==> images/clock_nets.png <==
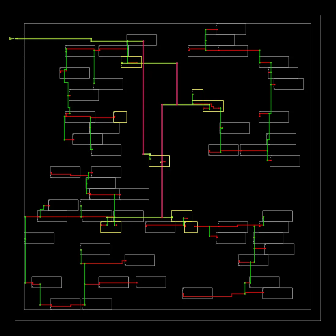
==> images/ff_map.png <==
The bar under the picture is 20 µm long. Other sequential cells in the stronger gray, the rest of the logic in the fainter gray.
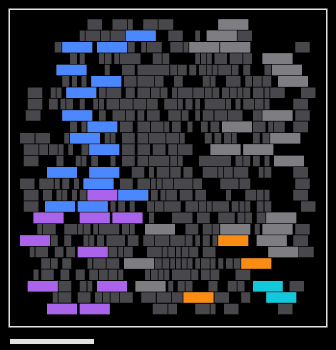
==> images/closeup.png <==
The bar under the picture is 20 µm long. Window x 13 to 63, y 26 to 76 µm. Cells in gray, sequential cells in the stronger gray; small squares are vias.
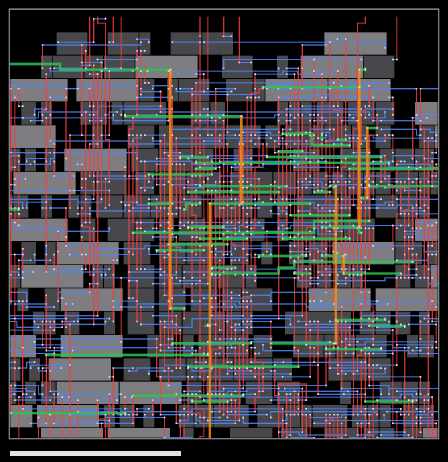
==> images/pinout.png <==
The bar under the picture is 20 µm long. Pins as bars across the die edge, other pins in gray.
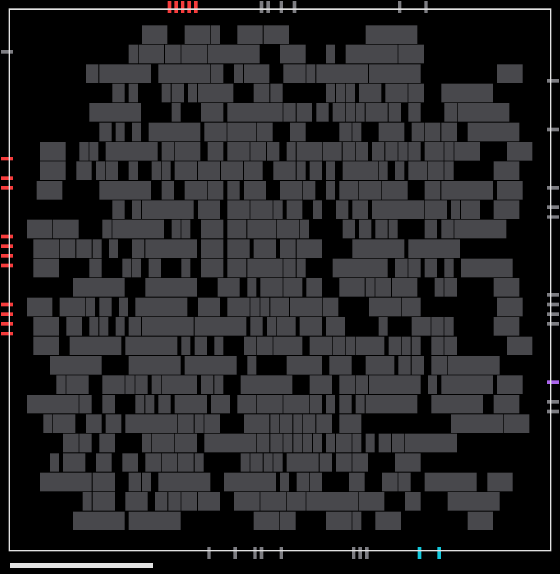
$ cat config.mk
export PLATFORM = sky130hd
export DESIGN_NAME = snn_timestep_scheduler
export DESIGN_NICKNAME = d
export VERILOG_FILES = /design/src/rtl/snn_timestep_scheduler.sv
export SDC_FILE = /design/constraint.sdc
export NUM_CORES = 1
export LEC_CHECK = 0
export CAP_MARGIN = 20
export CORE_MARGIN = 2
export CORE_UTILIZATION = 58
export DETAILED_ROUTE_END_ITERATION = 6
export PLACE_DENSITY = 0.85
export SKIP_CTS_REPAIR_TIMING = 1
export SYNTH_ARGS = -nofsm -noshare
export SYNTH_HDL_FRONTEND = slang
export SYNTH_SLANG_ARGS = --single-unit
$ cat constraint.sdc
create_clock -name S_AXI_ACLK -period 6.2 [get_ports S_AXI_ACLK]
set_input_delay 0.93 -clock S_AXI_ACLK [delete_from_list [all_inputs] [get_ports S_AXI_ACLK]]
set_output_delay 0.93 -clock S_AXI_ACLK [all_outputs]
set_load 0.02 [all_outputs]
$ cat src/rtl/snn_timestep_scheduler.sv
// Time-step sequencer for one SNN inference run: each step advances the input spike
// generators once, then launches and awaits every hidden layer in order.
module snn_timestep_scheduler #(
    parameter  int NUM_LAYERS     = 2,
    parameter  int STEP_WIDTH     = 16,
    parameter  int TIMEOUT_CYCLES = 1024,
    localparam int LAYER_IDX_W    = (NUM_LAYERS > 1) ? $clog2(NUM_LAYERS) : 1
) (
    input  logic                   S_AXI_ACLK,
    input  logic                   S_AXI_ARESETN,
    input  logic                   start,
    input  logic                   abort,
    input  logic [STEP_WIDTH-1:0]  num_steps,
    output logic                   spike_gen_step,
    output logic [NUM_LAYERS-1:0]  layer_start,
    input  logic [NUM_LAYERS-1:0]  layer_done,
    output logic                   busy,
    output logic                   done,
    output logic                   timeout_err,
    output logic [STEP_WIDTH-1:0]  step_count,
    output logic [LAYER_IDX_W-1:0] cur_layer
);
    localparam int WAIT_W = $clog2(TIMEOUT_CYCLES);

    typedef enum logic [2:0] {
        ST_IDLE,
        ST_GEN,
        ST_LAUNCH,
        ST_WAIT,
        ST_STEP_END,
        ST_FINISH
    } state_t;

    state_t                 r_state;
    logic                   r_spike_gen_step;
    logic [NUM_LAYERS-1:0]  r_layer_start;
    logic                   r_busy;
    logic                   r_done;
    logic                   r_timeout_err;
    logic [STEP_WIDTH-1:0]  r_step_count;
    logic [STEP_WIDTH-1:0]  r_num_steps;
    logic [LAYER_IDX_W-1:0] r_cur_layer;
    logic [WAIT_W-1:0]      r_wait_cnt;

    logic [LAYER_IDX_W-1:0] w_next_layer;
    logic [NUM_LAYERS-1:0]  w_cur_onehot;
    logic [NUM_LAYERS-1:0]  w_next_onehot;
    logic                   w_cur_done;
    logic                   w_is_last;
    logic                   w_wait_expired;
    logic [STEP_WIDTH-1:0]  w_step_inc;

    assign w_next_layer   = r_cur_layer + LAYER_IDX_W'(1);
    assign w_is_last      = (r_cur_layer == LAYER_IDX_W'(NUM_LAYERS - 1));
    assign w_wait_expired = (r_wait_cnt == WAIT_W'(TIMEOUT_CYCLES - 1));
    assign w_step_inc     = r_step_count + STEP_WIDTH'(1);

    genvar gi;
    generate
        for (gi = 0; gi < NUM_LAYERS; gi++) begin : g_onehot
            assign w_cur_onehot[gi]  = (r_cur_layer == LAYER_IDX_W'(gi));
            assign w_next_onehot[gi] = (w_next_layer == LAYER_IDX_W'(gi));
        end
    endgenerate

    // Only the awaited layer's completion bit matters; all others are masked off.
    assign w_cur_done = |(layer_done & w_cur_onehot);

    always_ff @(posedge S_AXI_ACLK) begin
        if (!S_AXI_ARESETN) begin
            r_state          <= ST_IDLE;
            r_spike_gen_step <= 1'b0;
            r_layer_start    <= '0;
            r_busy           <= 1'b0;
            r_done           <= 1'b0;
            r_timeout_err    <= 1'b0;
            r_step_count     <= '0;
            r_num_steps      <= '0;
            r_cur_layer      <= '0;
            r_wait_cnt       <= '0;
        end else begin
            r_spike_gen_step <= 1'b0;
            r_layer_start    <= '0;
            r_done           <= 1'b0;
            if (abort && r_state != ST_IDLE) begin
                r_state <= ST_IDLE;
                r_busy  <= 1'b0;
            end else begin
                case (r_state)
                    ST_IDLE: begin
                        if (start) begin
                            r_num_steps   <= num_steps;
                            r_step_count  <= '0;
                            r_cur_layer   <= '0;
                            r_timeout_err <= 1'b0;
                            r_busy        <= 1'b1;
                            if (num_steps == '0) begin
                                r_state <= ST_FINISH;
                                r_done  <= 1'b1;
                            end else begin
                                r_state          <= ST_GEN;
                                r_spike_gen_step <= 1'b1;
                            end
                        end
                    end
                    ST_GEN: begin
                        r_state       <= ST_LAUNCH;
                        r_layer_start <= w_cur_onehot;
                    end
                    ST_LAUNCH: begin
                        r_state    <= ST_WAIT;
                        r_wait_cnt <= '0;
                    end
                    ST_WAIT: begin
                        if (w_cur_done) begin
                            if (w_is_last) begin
                                r_state <= ST_STEP_END;
                            end else begin
                                r_state       <= ST_LAUNCH;
                                r_cur_layer   <= w_next_layer;
                                r_layer_start <= w_next_onehot;
                            end
                        end else if (w_wait_expired) begin
                            r_state       <= ST_IDLE;
                            r_busy        <= 1'b0;
                            r_timeout_err <= 1'b1;
                        end else begin
                            r_wait_cnt <= r_wait_cnt + WAIT_W'(1);
                        end
                    end
                    ST_STEP_END: begin
                        r_step_count <= w_step_inc;
                        if (w_step_inc == r_num_steps) begin
                            r_state <= ST_FINISH;
                            r_done  <= 1'b1;
                        end else begin
                            r_state          <= ST_GEN;
                            r_cur_layer      <= '0;
                            r_spike_gen_step <= 1'b1;
                        end
                    end
                    ST_FINISH: begin
                        r_state <= ST_IDLE;
                        r_busy  <= 1'b0;
                    end
                    default: begin
                        r_state <= ST_IDLE;
                        r_busy  <= 1'b0;
                    end
                endcase
            end
        end
    end

    assign spike_gen_step = r_spike_gen_step;
    assign layer_start    = r_layer_start;
    assign busy           = r_busy;
    assign done           = r_done;
    assign timeout_err    = r_timeout_err;
    assign step_count     = r_step_count;
    assign cur_layer      = r_cur_layer;

endmodule

==> flow_metrics.env <==
# implementation run metrics
export IMPL_status="complete, no violations"
export IMPL_nets=423
export IMPL_io_buffers=44
export IMPL_via_per_inst=6.13
export IMPL_top_power_group="registers"
export IMPL_crit_slowest_cell="dfxtp_1"
export IMPL_core_area_um2=5010
export IMPL_fp_util=0.592
export IMPL_num_rows=26
export IMPL_maxSlewHeadroom=0.402
export IMPL_endpoint_kind="flip-flop"
export IMPL_register_area_um2=1040
export IMPL_power_per_cell_area_nw_per_um2=192
export IMPL_internal_power_mw=0.469
export IMPL_warning_count=26
export IMPL_m1WireLength_mm=3.25
export IMPL_min_to="r_num_steps[10]$_SDFFE_PN0P_"
export IMPL_yosysWarnings=0
export IMPL_drive_above_1_share=0.0500
export IMPL_total_power_mw=0.655
export IMPL_post_drt_wl_per_cell_um=15.1
export IMPL_combGateArea_um2=1730
export IMPL_seq_power_share=0.545
export IMPL_inv_count=6
export IMPL_ys_area_um2=2970
export IMPL_period_needed_ns=2.90
export IMPL_comb_power_mw=0.0973
export IMPL_synth_top_flop_cell="dfxtp_1"
export IMPL_r2r_cells=6
export IMPL_min_from="r_num_steps[10]$_SDFFE_PN0P_"
export IMPL_tritoncts="done"
export IMPL_common_cells="59 x nand2_1, 52 x dfxtp_1, 35 x a21oi_1"
export IMPL_grt_busiest_layer="met1"
export IMPL_drc_errors=0
export IMPL_use_met1=0.394
export IMPL_top_area_frac=0.351
export IMPL_buffer_area_frac=0.129
export IMPL_layout_cells_most_common="nand2_1"
export IMPL_ys_ff=52
export IMPL_simple_gate_share=0.296
export IMPL_pg_seq_mw=0.357
export IMPL_sh_comb_area=0.506
export IMPL_p_leak_nw=1.24
export IMPL_cp_buffers_inverters=0
export IMPL_multi_input_comb_cells=290
export IMPL_pin_count=45
export IMPL_path_max_fanout=12
export IMPL_fin_crit_sh=0.468
export IMPL_clockBufferDepth=2
export IMPL_timing_rr_end="r_state[2]$_SDFFE_PP0P_"
export IMPL_finalSetupTns_ns=0
export IMPL_stdcell_area_um2=3410
export IMPL_grt_start_max_net_pins=30
export IMPL_fill_cells=430
export IMPL_numCtsBuffers=5
export IMPL_clock_power_share=0.306
About clock_nets.png:
clock latency on the worst-skew pair: 0.31 ns
flop count: 52
clock group power: 0.200 mW
clk sink count: 52
number of clock buffers in the layout: 5

About ff_map.png:
- purple: `r_wait_cnt` (sequential cells 10; where south-west)
- orange: `r_state` (sequential cells 3)
- cyan: `layer_start` (sequential cells 2)
- blue: `r_num_steps` (sequential cells 16)

About closeup.png:
- red: M2
- orange: M4
- green: M3
- blue: M1
- most frequent: nand2_1 (41), a21oi_1 (25), dfxtp_1 (22)
- sequential cells in the window: 22
- netlist names of flops here include: `r_num_steps` (14), `step_count` (7)
- cells with their middle in the window: 222

About pinout.png:
- purple: `spike_gen_step` (pins 1; direction output; edge east)
- red: `num_steps` (pins 16; direction input; edge 11 west, 5 north)
- cyan: `layer_start` (pins 2; direction output; edge south)

Power and IR drop assume default switching activity.
